--- src/rtl/fsm_pkg.sv ---
// Shared types and constants for the fsmifc frame decoder.
// Optional feature macro: FSM_ERR_CNT_EN (adds a saturating error counter).
package fsm_pkg;

  typedef enum logic [1:0] {
    INIT   = 2'd0,
    DECODE = 2'd1,
    IDLE   = 2'd2
  } fsmstate_e;

  localparam int DATA_W_DEF      = 8;
  localparam int INIT_CYCLES_DEF = 4;
  localparam int ERR_CNT_W       = 8;

endpackage

--- src/rtl/fsm_frame_decoder_if.sv ---
// Bundle of the fsmifc serial input and decoder status outputs.
// Optional feature macro: FSM_ERR_CNT_EN (adds err_cnt to the bundle).
interface fsm_frame_decoder_if #(
  parameter int DATA_W = fsm_pkg::DATA_W_DEF
) ();
  import fsm_pkg::*;

  logic              pi;
  logic              po;
  logic              err;
  fsmstate_e         state;
  logic [DATA_W-1:0] data_o;
`ifdef FSM_ERR_CNT_EN
  logic [ERR_CNT_W-1:0] err_cnt;

  modport master (output pi, input po, input err, input state, input data_o, input err_cnt);
  modport slave  (input pi, output po, output err, output state, output data_o, output err_cnt);
`else
  modport master (output pi, input po, input err, input state, input data_o);
  modport slave  (input pi, output po, output err, output state, output data_o);
`endif

endinterface

--- src/rtl/fsm_deser.sv ---
// Frame deserializer: LSB-first shift register, data-bit counter and running
// parity. parity_ok is evaluated against the bit currently on pi, so it is
// meaningful on the parity edge (last_bit high).
module fsm_deser #(
  parameter int DATA_W     = fsm_pkg::DATA_W_DEF,
  parameter int PARITY_ODD = 0
) (
  input  logic              clk,
  input  logic              reset,
  input  logic              shift_en,
  input  logic              clr,
  input  logic              pi,
  output logic [DATA_W-1:0] payload,
  output logic              last_bit,
  output logic              parity_ok
);

  localparam int  CW  = $clog2(DATA_W + 1);
  localparam logic PAR = (PARITY_ODD != 0);

  logic [CW-1:0]     cnt_p0;
  logic [DATA_W-1:0] sreg_p0;
  logic              acc_p0;
  logic [DATA_W:0]   shifted;

  // New bit enters at the MSB so the first bit received ends up at bit 0.
  always_comb begin
    shifted = {pi, sreg_p0};
  end

  // Shift register, bit counter and parity accumulator.
  always_ff @(posedge clk or posedge reset) begin
    if (reset) begin
      cnt_p0  <= '0;
      sreg_p0 <= '0;
      acc_p0  <= 1'b0;
    end else if (clr) begin
      cnt_p0  <= '0;
      sreg_p0 <= '0;
      acc_p0  <= 1'b0;
    end else if (shift_en) begin
      cnt_p0  <= cnt_p0 + CW'(1);
      sreg_p0 <= shifted[DATA_W:1];
      acc_p0  <= acc_p0 ^ pi;
    end
  end

  assign payload   = sreg_p0;
  assign last_bit  = (cnt_p0 == CW'(DATA_W));
  assign parity_ok = ((acc_p0 ^ pi) == PAR);

endmodule

--- src/rtl/fsm_frame_decoder.sv ---
// fsmifc frame decoder: INIT hold-off, then start/data/parity frames on pi.
// Good-parity frames pulse po and update data_o; bad-parity frames pulse err.
// Optional feature macro: FSM_ERR_CNT_EN (saturating 8-bit count of err pulses).
module fsm_frame_decoder
  import fsm_pkg::*;
#(
  parameter int DATA_W      = DATA_W_DEF,
  parameter int INIT_CYCLES = INIT_CYCLES_DEF,
  parameter int PARITY_ODD  = 0
) (
  input  logic             clk,
  input  logic             reset,
  fsm_frame_decoder_if.slave bus
);

  localparam int ICW = (INIT_CYCLES > 1) ? $clog2(INIT_CYCLES) : 1;
  localparam logic [ICW-1:0] INIT_LAST = ICW'(INIT_CYCLES - 1);

  fsmstate_e         state_q, state_d;
  logic [ICW-1:0]    init_cnt_q;
  logic              shift_en, clr, frame_done;
  logic [DATA_W-1:0] payload;
  logic              last_bit, parity_ok;
  logic              po_q, err_q;
  logic [DATA_W-1:0] data_q;

  fsm_deser #(
    .DATA_W     (DATA_W),
    .PARITY_ODD (PARITY_ODD)
  ) u_deser (
    .clk       (clk),
    .reset     (reset),
    .shift_en  (shift_en),
    .clr       (clr),
    .pi        (bus.pi),
    .payload   (payload),
    .last_bit  (last_bit),
    .parity_ok (parity_ok)
  );

  // State register.
  always_ff @(posedge clk or posedge reset) begin
    if (reset) state_q <= INIT;
    else       state_q <= state_d;
  end

  // INIT hold-off counter; only advances while in INIT.
  always_ff @(posedge clk or posedge reset) begin
    if (reset)                init_cnt_q <= '0;
    else if (state_q == INIT) init_cnt_q <= init_cnt_q + ICW'(1);
  end

  // Next-state and deserializer control.
  always_comb begin
    state_d    = state_q;
    shift_en   = 1'b0;
    clr        = 1'b0;
    frame_done = 1'b0;
    case (state_q)
      INIT: begin
        if (init_cnt_q == INIT_LAST) state_d = IDLE;
      end
      IDLE: begin
        if (bus.pi) begin
          state_d = DECODE;
          clr     = 1'b1;
        end
      end
      DECODE: begin
        if (last_bit) begin
          state_d    = IDLE;
          frame_done = 1'b1;
        end else begin
          shift_en = 1'b1;
        end
      end
      default: state_d = INIT;
    endcase
  end

  // Frame result registers: one-cycle po/err, data_o holds the last good payload.
  always_ff @(posedge clk or posedge reset) begin
    if (reset) begin
      po_q   <= 1'b0;
      err_q  <= 1'b0;
      data_q <= '0;
    end else begin
      po_q  <= frame_done & parity_ok;
      err_q <= frame_done & ~parity_ok;
      if (frame_done && parity_ok) data_q <= payload;
    end
  end

`ifdef FSM_ERR_CNT_EN
  logic [ERR_CNT_W-1:0] err_cnt_q;

  function automatic logic [ERR_CNT_W-1:0] sat_inc(input logic [ERR_CNT_W-1:0] v);
    return (&v) ? v : v + ERR_CNT_W'(1);
  endfunction

  // Error counter advances together with each err pulse and sticks at all-ones.
  always_ff @(posedge clk or posedge reset) begin
    if (reset)                           err_cnt_q <= '0;
    else if (frame_done && !parity_ok)   err_cnt_q <= sat_inc(err_cnt_q);
  end

  assign bus.err_cnt = err_cnt_q;
`endif

  assign bus.state  = state_q;
  assign bus.po     = po_q;
  assign bus.err    = err_q;
  assign bus.data_o = data_q;

endmodule

--- src/flat_wrapper.sv ---
// flat-port wrapper written by rule: the top's interface ports become plain ports
module fsm_frame_decoder_flat import fsm_pkg::*;
#(
  parameter int DATA_W      = DATA_W_DEF,
  parameter int INIT_CYCLES = INIT_CYCLES_DEF,
  parameter int PARITY_ODD  = 0
)
  (clk, reset, bus_pi, bus_po, bus_err, bus_state, bus_data_o);
  fsm_frame_decoder_if #(.DATA_W(DATA_W)) bus_i ();
  input  logic clk;
  input  logic reset;
  input wire logic [$bits(bus_i.pi)-1:0] bus_pi;
  output wire logic [$bits(bus_i.po)-1:0] bus_po;
  output wire logic [$bits(bus_i.err)-1:0] bus_err;
  output wire logic [$bits(bus_i.state)-1:0] bus_state;
  output wire logic [$bits(bus_i.data_o)-1:0] bus_data_o;
  assign bus_i.pi = bus_pi;
  assign bus_po = bus_i.po;
  assign bus_err = bus_i.err;
  assign bus_state = bus_i.state;
  assign bus_data_o = bus_i.data_o;
  fsm_frame_decoder #(.DATA_W(DATA_W), .INIT_CYCLES(INIT_CYCLES), .PARITY_ODD(PARITY_ODD)) u_core (.clk(clk), .reset(reset), .bus(bus_i));
endmodule
--- config.mk ---
export PLATFORM = sky130hd
export DESIGN_NAME = fsm_frame_decoder_flat
export DESIGN_NICKNAME = d
export VERILOG_FILES = /design/src/rtl/fsm_pkg.sv /design/src/rtl/fsm_frame_decoder_if.sv /design/src/rtl/fsm_deser.sv /design/src/rtl/fsm_frame_decoder.sv /design/src/flat_wrapper.sv
export SDC_FILE = /design/constraint.sdc
export NUM_CORES = 1
export LEC_CHECK = 0
export CELL_PAD_IN_SITES_DETAIL_PLACEMENT = 0
export CELL_PAD_IN_SITES_GLOBAL_PLACEMENT = 1
export CORE_ASPECT_RATIO = 0.9
export CORE_MARGIN = 1
export CORE_UTILIZATION = 38
export DETAILED_ROUTE_END_ITERATION = 6
export PLACE_DENSITY_LB_ADDON = 0.1
export REMOVE_ABC_BUFFERS = 1
export SLEW_MARGIN = 20
export SYNTH_ARGS = -nofsm -noshare
export SYNTH_HDL_FRONTEND = slang
export SYNTH_SLANG_ARGS = --single-unit
--- constraint.sdc ---
create_clock -name clk -period 1.62 [get_ports clk]
set_input_delay 0.324 -clock clk [delete_from_list [all_inputs] [get_ports clk]]
set_output_delay 0.324 -clock clk [all_outputs]
set_load 0.02 [all_outputs]
Figure 1. Register map, names as in the netlist.
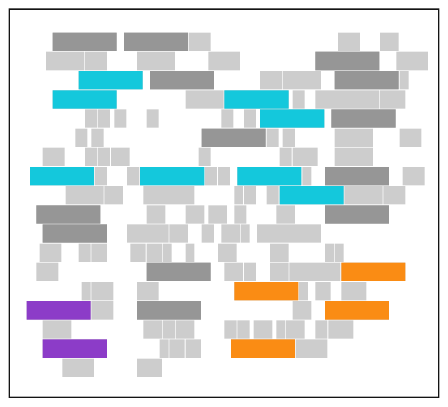
Key: u_core.u_deser.cnt_p0 = orange [sequential cells 4]; u_core.u_deser.payload = cyan [sequential cells 8]; u_core.init_cnt_q = purple [sequential cells 2]
Another 13 sequential cells are not coloured.
sequential cell area: 676 um2
Sequential Power: 1050 uW

Figure 2. Clock network drawn from the DEF.
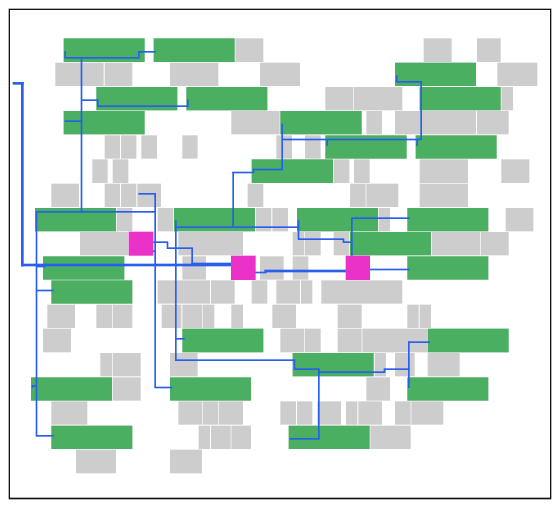
Key: flip-flops = green [count 27]; clock wires = blue [length 332 um]; clock drivers = magenta [count 3]
There are 4 routed clock nets.
fraction of power consumed by the clock network: 13.9%
worst-case clock skew: 17.4 ps

Figure 3. Cell sizes after repair.
The bar under the picture is 20 um long.
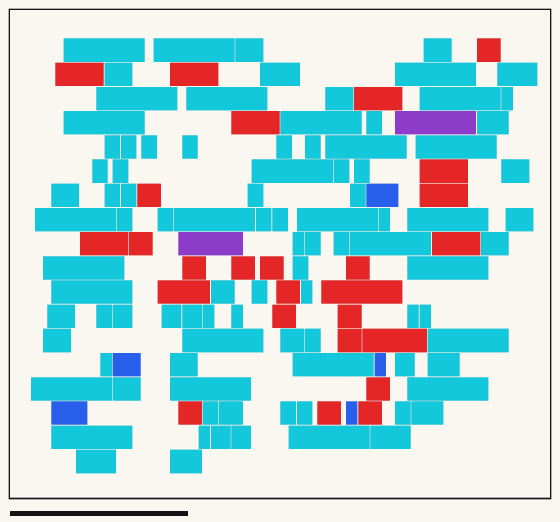
Key: _6 and larger = purple [cells 2, share 1.6%]; _0 and _1 cells = cyan [cells 95, share 74%]; _3 and _4 cells = red [cells 26, share 20%]; _2 cells = blue [cells 5, share 3.9%]
synth-to-layout area growth: 30.7%
fin area: 1540 um2
final worst setup slack: -26.6 ps
Non-CTS buffers: 27

Figure 4. Placed standard cells.
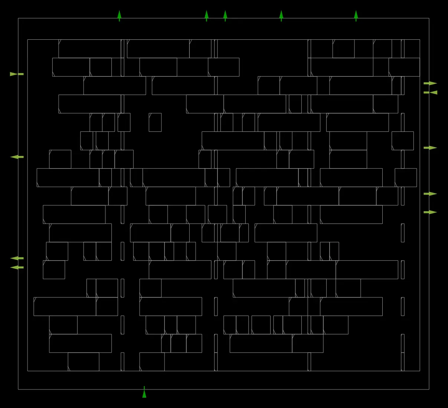
layout sequential cell count: 27
num tapcells: 40
core region area: 2840 um2
fill count: 285

Figure 5. Signal metal coverage by tile.
The bar under the picture is 20 um long. 12 x 11 tiles, from dark purple (low) to yellow (high), scaled to the fullest tile. Values are wire area over tile area, all layers added.
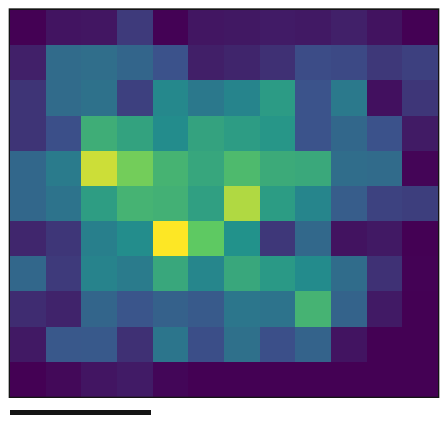
The emptiest ninth of the die: south-east. The mean over all tiles is 0.11. The fullest tile reaches 0.38. 20% of the tiles are over half the peak.
total vias in the final route: 851
drt wl/cell: 14.2 um
GRT Total Usage: 16.3%
wire length after detailed routing: 2380 um

==> flow_metrics.py <==
# Flow results
metrics = {
    "run_status": {
        "status": "finished with violations",
        "failed_checks": "negative setup slack",
    },
    "sta": {
        "rsz_0062_raised_after_global_routing": "true",
        "max-slew-margin-rel_pct": 76.1,
        "worstMarginPinSlew_ps": 355,
        "finalClockPeriodUsage_pct": 102,
        "finalHoldWorstSlack_ps": 324,
        "achievable-frequency_ghz": 0.607,
        "timing.setup.tns_ps": -104,
        "finalHoldViolCount": 0,
        "final-max-slew-violation-count": 0,
        "setup-violations-final": 6,
        "fin_crit_ps": 1650,
        "final_worst_setup_slack_ps": -26.6,
    },
    "clock_network": {
        "post_cts_resized": 10,
        "cts-root-to-sink-buffers": 2,
        "number_of_buffers_inserted_during_clock_tree_synthesis": 3,
        "cts_tree": "built",
        "cts_max_level": 1,
        "clkSlewWorstSetupHoldPaths_ps": 160,
        "post-cts-setup-buffer-count": 0,
        "clock_sinks": 27,
        "root_buffer": "sky130_fd_sc_hd__clkbuf_4",
        "clk_latency_ps": 340,
        "cts_hold_bufs": 0,
    },
    "synth": {
        "ys.flop_type": "sky130_fd_sc_hd__dfrtp_1",
        "syn_area_per_cell_um2": 11.7,
        "cell_area_synth_um2": 1180,
        "synth-async-reset-ratio_pct": 100,
        "synth.largest_area_cell": "sky130_fd_sc_hd__dfrtp_1",
        "yosys-stat-cells": 101,
        "edff_count_synth": 0,
        "synthMuxAreaShare_pct": 10.3,
        "synth_instances": 101,
        "netlist_top_cells_area": "sky130_fd_sc_hd__dfrtp_1 57%, sky130_fd_sc_hd__mux2_2 8.6%, sky130_fd_sc_hd__o21ai_0 5.1%",
        "synth_simple_gate_area_share_pct": 15.1,
        "synth_compound_gate_area_share_pct": 9.45,
        "synthXorXnorAreaFrac_pct": 1.49,
        "synth.top_cells.by_count": "27 x sky130_fd_sc_hd__dfrtp_1, 12 x sky130_fd_sc_hd__o21ai_0, 11 x sky130_fd_sc_hd__nand3_1, 9 x sky130_fd_sc_hd__mux2_2, 6 x sky130_fd_sc_hd__a21oi_1",
        "synth.yosys.chip_area_um2": 1180,
        "ys_seq_elements": 27,
        "netlist.top_cell.by_instances": "sky130_fd_sc_hd__dfrtp_1",
        "synth_cell_types": 25,
        "yosysTopAreaCellShare_pct": 57.3,
        "post_synth_main_logic_family": "simple AND/OR/NAND/NOR gates",
        "yosys_warnings": 0,
        "yosys.stat.seqShare_pct": 57.3,
        "post_synth_fa_ha_maj_area_fraction_pct": 3.18,
    },
    "power": {
        "switching_power_uw": 820,
        "netSwitchingFraction_pct": 37.0,
        "comb_power_share_pct": 38.6,
        "power-top-group": "registers",
        "pwr-share-seq_pct": 47.5,
        "leakagePower_uw": 0.000804,
        "internal-power_uw": 1400,
        "vdd_ir_drop_max_uv": 769,
        "report.power.total_uw": 2220,
        "comb-power_uw": 857,
        "clock_net_power_uw": 308,
        "power_density_nw_per_um2": 1440,
    },
    "route": {
        "drc_violation_total_after_the_first_tritonroute_iteration": 20,
        "viasPerCell": 5.07,
        "met3RoutedLength_um": 80,
        "drt_pass1_iterations": 4,
        "highest_layer": "met4",
        "dr_wl_met2_um": 1100,
        "remaining_drc_errors": 0,
        "drt.antenna.violating_nets": 0,
        "wl_met1_um": 1180,
    },
    "finish": {
        "layout.nonclk_buf_share_pct": 16.9,
        "postLayoutCoreUtil_pct": 54.3,
        "seqAreaFraction_pct": 43.9,
        "comb_share_pct": 33.1,
        "final_layout_size_suffix_gt1_share_pct": 25.8,
        "inverters": 4,
        "layout_top_cells_excl_fill_tap": "27 x sky130_fd_sc_hd__dfrtp_1, 12 x sky130_fd_sc_hd__o21ai_0, 11 x sky130_fd_sc_hd__nand3_1, 11 x sky130_fd_sc_hd__buf_4, 10 x sky130_fd_sc_hd__dlygate4sd2_1",
        "layout.area.top_class": "registers",
        "final.clkbuf_count": 3,
        "diodes": 0,
        "final_nets": 135,
        "final-instance-count-excl-fill": 168,
        "n_multi_input_combinational_cell": 66,
        "clk_share_pct": 1.95,
        "logic_area_um2": 509,
        "final_layout_top_logic_cell": "sky130_fd_sc_hd__dfrtp_1",
    },
    "critical_path": {
        "start_kind": "register",
        "crit_path_from": "u_core.u_deser.cnt_p0[1]",
        "critical_path_class": "reg -> reg",
        "critical_path.endpoint": "u_core.bus.data_o[0]",
        "critical_path_depth": 6,
        "crit_path_cell_trace": "inv_2 > ha_4 > nand3b_4 > nor3_4 > clkbuf_16 > mux2_4",
        "reg2reg_to": "u_core.bus.data_o[0]",
        "timing.critical_path.arrival_ps": 1890,
        "crit_path_top_delay_cell": "sky130_fd_sc_hd__dfrtp_1",
        "critical_path_buf_inv_count": 2,
        "cp_top_family": "flip-flops",
        "rr_startpoint": "u_core.u_deser.cnt_p0[1]",
        "cp_data_required_time_ps": 1860,
        "critPathCaptureType": "register",
        "worstRegToRegCells": 6,
        "critical_path.max_stage_delay_ps": 420,
        "setup_slack_of_the_worst_register_to_register_path_ps": -30,
        "critPathMaxFanout": 4,
    },
    "global_routing": {
        "overall_overflow_remaining_after_global_route": 0,
        "grt_start_max_net_pins": 28,
        "antenna_violations_before_repair": 0,
        "gr-max-usage-layer": "met2",
        "grt_pass1_vias": 785,
        "global_route_wire_length_before_repair_um": 3790,
        "grt.met1_usage_pct": 23.7,
        "groute.layer.met2.usage_pct": 23.8,
        "met3_usage_pct": 4.26,
    },
    "place": {
        "post-place-ws_ps": -135,
        "dpl_cell_area_um2": 1430,
        "portBuffers": 14,
        "numPlacedInstances": 161,
        "detailedPlacementHpwl_um": 1500,
        "finalWeightedCongestion": 0.675,
    },
    "floorplanning": {
        "chipArea_um2": 3330,
        "core_util_floorplan_pct": 41.5,
        "std_cell_rows": 18,
        "die.size.x_um": 60.7,
        "num_io_pins": 15,
        "die.size.y_um": 54.8,
    },
    "run": {
        "max_capacitance_violation_count": 0,
        "stage_log_warnings": 27,
    },
    "hold_path": {
        "hold_class": "in -> async",
    },
}
Power is estimated from default activity; no workload was simulated.
